Figure 1. Congestion heat map (run 1).
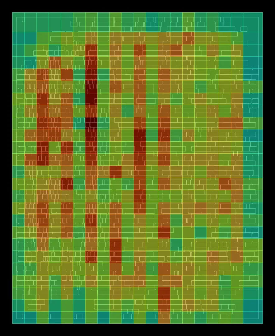
Figure 2. Met3 routing (run 1).
Scale: 1.5 px per um.
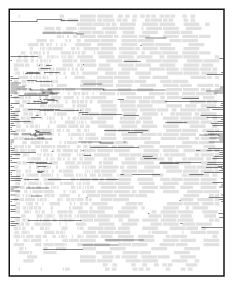
Figure 3. Routed clock nets over the placement (run 1).
Scale: 2 px per um.
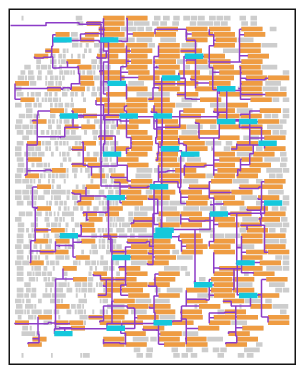
### src/rtl/instr_fetch_unit.sv
// Instruction-fetch front end: issues sequential word fetches to instruction
// memory, buffers returning words in a small FIFO tagged with their PC, and
// hands {pc, instruction} pairs to decode. A redirect flushes the buffer,
// restarts fetch at the target and discards responses already in flight.
module instr_fetch_unit #(
  parameter logic [31:0] RESET_PC   = 32'h0000_0000,
  parameter int unsigned FIFO_DEPTH = 4
) (
  input  logic        clk,
  input  logic        rst_n,
  input  logic        redirect_valid,
  input  logic [31:0] redirect_pc,
  output logic        imem_req_valid,
  input  logic        imem_req_ready,
  output logic [31:0] imem_req_addr,
  input  logic        imem_rsp_valid,
  input  logic [31:0] imem_rsp_data,
  output logic        inst_valid,
  input  logic        inst_ready,
  output logic [31:0] inst_data,
  output logic [31:0] inst_pc
);

  localparam int unsigned AW = $clog2(FIFO_DEPTH);
  localparam int unsigned CW = AW + 1;

  // Architectural state
  logic [31:0]   fetch_pc_q, fetch_pc_d;
  logic [31:0]   rsp_pc_q, rsp_pc_d;
  logic [CW-1:0] outstanding_q, outstanding_d;
  logic [CW-1:0] drop_cnt_q, drop_cnt_d;
  logic [CW-1:0] count_q, count_d;
  logic [AW-1:0] wr_ptr_q, wr_ptr_d;
  logic [AW-1:0] rd_ptr_q, rd_ptr_d;

  // Buffer storage (no reset needed: validity is tracked by count_q)
  logic [31:0]   mem_pc_q   [FIFO_DEPTH];
  logic [31:0]   mem_data_q [FIFO_DEPTH];

  // Handshake / control terms
  logic [CW:0]   credit_sum;
  logic          credit_ok;
  logic [31:0]   redirect_target;
  logic          req_fire;
  logic          rsp_drop;
  logic          push;
  logic          pop;

  // Credits cover both buffered and in-flight words so a response can never
  // find the buffer full. One extra bit keeps the sum from wrapping.
  assign credit_sum      = {1'b0, outstanding_q} + {1'b0, count_q};
  assign credit_ok       = credit_sum < (CW+1)'(FIFO_DEPTH);
  assign redirect_target = redirect_pc & 32'hFFFF_FFFC;

  assign imem_req_valid  = rst_n && credit_ok && !redirect_valid;
  assign imem_req_addr   = fetch_pc_q;
  assign req_fire        = imem_req_valid && imem_req_ready;

  assign rsp_drop        = imem_rsp_valid && (drop_cnt_q != '0);
  assign push            = imem_rsp_valid && (drop_cnt_q == '0) && !redirect_valid;

  assign inst_valid      = (count_q != '0) && !redirect_valid;
  assign inst_data       = mem_data_q[rd_ptr_q];
  assign inst_pc         = mem_pc_q[rd_ptr_q];
  assign pop             = inst_valid && inst_ready;

  // Next-state logic; redirect overrides every other update
  always_comb begin
    fetch_pc_d    = fetch_pc_q;
    rsp_pc_d      = rsp_pc_q;
    drop_cnt_d    = drop_cnt_q;
    count_d       = count_q;
    wr_ptr_d      = wr_ptr_q;
    rd_ptr_d      = rd_ptr_q;
    outstanding_d = outstanding_q + CW'(req_fire) - CW'(imem_rsp_valid);

    if (redirect_valid) begin
      fetch_pc_d = redirect_target;
      rsp_pc_d   = redirect_target;
      // Everything still in flight is now stale; a response landing this
      // cycle is discarded directly, so it is not counted again.
      drop_cnt_d = outstanding_q - CW'(imem_rsp_valid);
      count_d    = '0;
      wr_ptr_d   = '0;
      rd_ptr_d   = '0;
    end else begin
      if (req_fire) begin
        fetch_pc_d = fetch_pc_q + 32'd4;
      end
      if (rsp_drop) begin
        drop_cnt_d = drop_cnt_q - CW'(1);
      end
      if (push) begin
        rsp_pc_d = rsp_pc_q + 32'd4;
        wr_ptr_d = wr_ptr_q + AW'(1);
      end
      if (pop) begin
        rd_ptr_d = rd_ptr_q + AW'(1);
      end
      count_d = count_q + CW'(push) - CW'(pop);
    end
  end

  // Control state registers with synchronous active-low reset
  always_ff @(posedge clk) begin
    if (!rst_n) begin
      fetch_pc_q    <= RESET_PC;
      rsp_pc_q      <= RESET_PC;
      outstanding_q <= '0;
      drop_cnt_q    <= '0;
      count_q       <= '0;
      wr_ptr_q      <= '0;
      rd_ptr_q      <= '0;
    end else begin
      fetch_pc_q    <= fetch_pc_d;
      rsp_pc_q      <= rsp_pc_d;
      outstanding_q <= outstanding_d;
      drop_cnt_q    <= drop_cnt_d;
      count_q       <= count_d;
      wr_ptr_q      <= wr_ptr_d;
      rd_ptr_q      <= rd_ptr_d;
    end
  end

  // Write kept responses into the buffer tagged with their PC
  always_ff @(posedge clk) begin
    if (push) begin
      mem_pc_q[wr_ptr_q]   <= rsp_pc_q;
      mem_data_q[wr_ptr_q] <= imem_rsp_data;
    end
  end

  // The credit rule must keep the buffer from ever being pushed while full
  a_no_overflow: assert property (@(posedge clk) disable iff (!rst_n)
    !(push && (count_q == CW'(FIFO_DEPTH))));

  // Memory may only answer requests it has accepted
  a_no_spurious_rsp: assert property (@(posedge clk) disable iff (!rst_n)
    !(imem_rsp_valid && (outstanding_q == '0)));

  // Stale responses are a subset of those in flight
  a_drop_bounded: assert property (@(posedge clk) disable iff (!rst_n)
    drop_cnt_q <= outstanding_q);

endmodule

### config.mk
export PLATFORM = sky130hd
export DESIGN_NAME = instr_fetch_unit
export DESIGN_NICKNAME = d
export VERILOG_FILES = /design/src/rtl/instr_fetch_unit.sv
export SDC_FILE = /design/constraint.sdc
export NUM_CORES = 1
export LEC_CHECK = 0
export CORE_ASPECT_RATIO = 1.25
export CORE_MARGIN = 2
export CORE_UTILIZATION = 55
export CTS_BUF_LIST = sky130_fd_sc_hd__clkbuf_16
export CTS_CLUSTER_SIZE = 24
export DETAILED_ROUTE_END_ITERATION = 8
export PLACE_DENSITY = 0.79
export SKIP_CTS_REPAIR_TIMING = 1
export SYNTH_ARGS = -nofsm -noshare
export SYNTH_HDL_FRONTEND = slang
export SYNTH_SLANG_ARGS = --single-unit
export TNS_END_PERCENT = 1
### constraint.sdc
create_clock -name clk -period 3.5 [get_ports clk]
set_input_delay 0.525 -clock clk [delete_from_list [all_inputs] [get_ports clk]]
set_output_delay 0.525 -clock clk [all_outputs]
set_load 0.03 [all_outputs]
==> flow_metrics.env, run 1 <==
# yosys + openroad results
export IMPL_status="finished, final reports clean"
export IMPL_switchingPower_mw=1.87
export IMPL_synth_area_per_cell_um2=15.7
export IMPL_yosysTopAreaCell="edfxtp_1"
export IMPL_final_area_um2=16100
export IMPL_logic_area_um2=3890
export IMPL_die_w_um=142
export IMPL_clock_buffers=32
export IMPL_fillers=1604
export IMPL_inverters_excl_clock=18
export IMPL_r2r_setup_slack_ps=890
export IMPL_clkTransAtPathRegs_ps=60
export IMPL_topCellsByArea="edfxtp_1, dfxtp_1, mux4_2"
export IMPL_synth_main_ff_cell="edfxtp_1"
export IMPL_final_cell_mix="edfxtp_1, clkdlybuf4s50_1, dfxtp_1"
export IMPL_cp_depth=3
export IMPL_relSlewSlack_pct=54.7
export IMPL_whs_path_depth=2
export IMPL_most_common_cell="edfxtp_1"
export IMPL_ys_sh_adder_pct=1.83
export IMPL_buffers=188
export IMPL_power_density_nw_per_um2=510
export IMPL_largestClassByArea="sequential cells"
export IMPL_fp_coreArea_um2=23600
export IMPL_grt_pass1_wl_mm=41.3
export IMPL_cts_root_buf="clkbuf_16"
export IMPL_dr_pass1_iters=5
export IMPL_crit_end="inst_pc[16]"
export IMPL_via_per_inst=5.80
export IMPL_period_minus_slack_ps=3140
export IMPL_fmax_mhz=319
export IMPL_edf_count=248
export IMPL_ys_sh_xor_pct=2.80
export IMPL_fin_setup_tns_ps=0
export IMPL_lay_top_count="edfxtp_1"
export IMPL_synthAoiAreaFrac_pct=5.98
export IMPL_slowest_stage="dfxtp_4"
export IMPL_setup_violations=0
export IMPL_antennaDiodeCount=0
export IMPL_grt_pass1_vias=7845
export IMPL_ys_seq_share_pct=68.1
export IMPL_flops=323
export IMPL_buffer_area_share_pct=11.9
export IMPL_synth_warning_count=0
export IMPL_yosysUniqueCellTypes=66
export IMPL_crit_path_max_fanout=20
export IMPL_cts_made_buffers=29
export IMPL_comb_power_share_pct=10.0
export IMPL_dpl_worst_slack_ps=536
export IMPL_top_layer="met4"
export IMPL_holdWs_ps=497
export IMPL_hold_viol_final=0
export IMPL_setup_slack_ps=361
export IMPL_sh_seq_area_pct=55.5
export IMPL_r2r_start="count_q[1]"
export IMPL_netlist_top_cells_count="edfxtp_1, dfxtp_1, mux4_2"
export IMPL_ys_area_um2=13100
export IMPL_cts_sinks=323
export IMPL_min_path_type="reg -> reg"
export IMPL_p_sw_share_pct=22.7
export IMPL_largest_reg_flops=128
export IMPL_hold_start="wr_ptr_q[0]"
export IMPL_crit_required_ps=2970
export IMPL_placed_area_um2=15200
export IMPL_p_seq_mw=4.39
export IMPL_overflow=0
export IMPL_wl_per_cell_um=19.5
export IMPL_postSynth_asyncResetShare_pct=0
export IMPL_clk_path_buf_depth=3
export IMPL_comb_share_pct=24.1
export IMPL_ys_seq_elements=323
export IMPL_clk_share_pct=5.76
export IMPL_cp_buffers_inverters=2
export IMPL_syn_inst=837
export IMPL_p_comb_mw=0.822
export IMPL_rsz0062_at_grt="no"
export IMPL_die_area_um2=25100
export IMPL_grt_start_max_net_pins=70
export IMPL_start_kind="flip-flop"
export IMPL_cts_tree="built"
export IMPL_path_class="reg -> out"
export IMPL_gp_congestion=0.862
export IMPL_worst_pin_slew_ps=674
export IMPL_synth_area_um2=13100
export IMPL_cap_violations=0
export IMPL_area_delta_synth_final_pct=22.8
export IMPL_seq_area_um2=8950
export IMPL_peakVddDrop_v=0.000426
export IMPL_top_register="mem_data_q"
About Figure 1:
Overall Global Routing Usage: 21.0%
met1 Usage GRT: 28.6%
GRT busiest layer: met2

About Figure 2:
longest straight run: 46.9 um
share of all routed wire: 5.9%
nets with wire on the layer: 159
main direction: horizontal
WL final: 26.0 mm
M3 GR Usage: 3.03%
Vias: 7,710

About Figure 3:
legend:
  cyan:
    item: clock drivers
    count: 29
  purple:
    item: clock wires
    length: 3,130 um
  orange:
    item: flip-flops
    count: 323
flops lie: all over the die
Insertion Delay late pin: 540 ps
clock share of power: 36.7%
Final Skew: 9.54 ps
Clk power: 3.02 mW

## Run 2: what changed since run 1
--- a/config.mk
+++ b/config.mk
@@ -13,6 +13,7 @@
 export DETAILED_ROUTE_END_ITERATION = 8
 export PLACE_DENSITY = 0.79
 export SKIP_CTS_REPAIR_TIMING = 1
+export SLEW_MARGIN = 20
 export SYNTH_ARGS = -nofsm -noshare
 export SYNTH_HDL_FRONTEND = slang
 export SYNTH_SLANG_ARGS = --single-unit
==> run 2 against run 1 <==
- clock power barely moved
- sequential share of layout area stayed put
- maximum frequency unchanged
- worst hold slack stayed put
- die area unchanged
- routed wire length stayed put
- final cell count unchanged
- critical endpoint unchanged
- global-route usage unchanged
- synthesized cell count unchanged
- sequential power hardly changed
- final area did not move
==> flow_metrics.env, run 2 <==
# yosys + openroad results
export IMPL_fillers=1604
export IMPL_buffers=188
export IMPL_inverters_excl_clock=18
export IMPL_ys_seq_elements=323
export IMPL_antennaDiodeCount=0
export IMPL_start_kind="flip-flop"
export IMPL_synth_warning_count=0
export IMPL_lay_top_count="edfxtp_1"
export IMPL_top_layer="met4"
export IMPL_netlist_top_cells_count="edfxtp_1, dfxtp_1, mux4_2"
export IMPL_grt_pass1_wl_mm=41.3
export IMPL_synthAoiAreaFrac_pct=5.98
export IMPL_via_per_inst=5.80
export IMPL_p_seq_mw=4.39
export IMPL_flops=323
export IMPL_status="finished, final reports clean"
export IMPL_dr_pass1_iters=5
export IMPL_r2r_setup_slack_ps=890
export IMPL_clock_buffers=32
export IMPL_hold_viol_final=0
export IMPL_cts_tree="built"
export IMPL_final_cell_mix="edfxtp_1, clkdlybuf4s50_1, dfxtp_1"
export IMPL_most_common_cell="edfxtp_1"
export IMPL_overflow=0
export IMPL_yosysUniqueCellTypes=66
export IMPL_p_comb_mw=0.822
export IMPL_crit_required_ps=2970
export IMPL_ys_sh_adder_pct=1.83
export IMPL_crit_path_max_fanout=20
export IMPL_synth_area_per_cell_um2=15.7
export IMPL_grt_pass1_vias=7845
export IMPL_whs_path_depth=2
export IMPL_postSynth_asyncResetShare_pct=0
export IMPL_sh_seq_area_pct=55.5
export IMPL_ys_seq_share_pct=68.1
export IMPL_comb_share_pct=24.1
export IMPL_clk_path_buf_depth=3
export IMPL_power_density_nw_per_um2=510
export IMPL_holdWs_ps=497
export IMPL_crit_end="inst_pc[16]"
export IMPL_rsz0062_at_grt="no"
export IMPL_final_area_um2=16100
export IMPL_largestClassByArea="sequential cells"
export IMPL_vias=7710
export IMPL_cp_depth=3
export IMPL_grt_total_usage_pct=21.0
Figure 4. Congestion heat map (run 2).
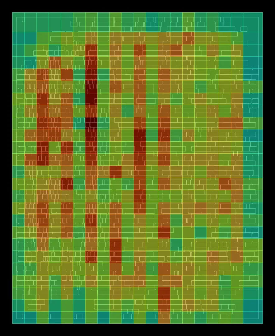
post-DR wirelength/cell: 19.5 um
Final Util: 68.5%
GRT met2 Usage: 36.1%

Figure 5. Wiring by layer (run 2).
Scale: 1.5 px per um.
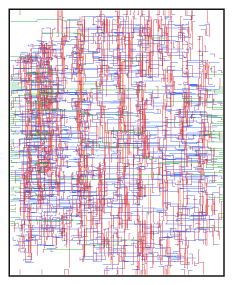
legend:
  orange:
    layer: metal 4
    wire_length: 385 um
  blue:
    layer: metal 1
    wire_length: 11,100 um
  green:
    layer: metal 3
    wire_length: 1,540 um
  red:
    layer: metal 2
    wire_length: 13,000 um

Figure 6. Routed clock nets over the placement (run 2).
Scale: 2 px per um.
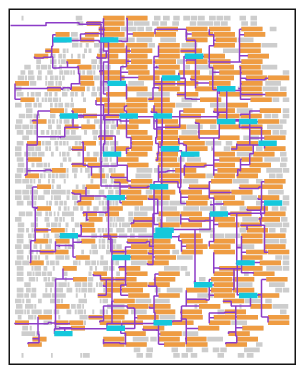
legend:
  orange:
    item: flip-flops
    count: 323
  purple:
    item: clock wires
    length: 3,130 um
  cyan:
    item: clock drivers
    count: 29
routed clock nets: 30
flops lie: all over the die

Power is estimated from default activity; no workload was simulated.
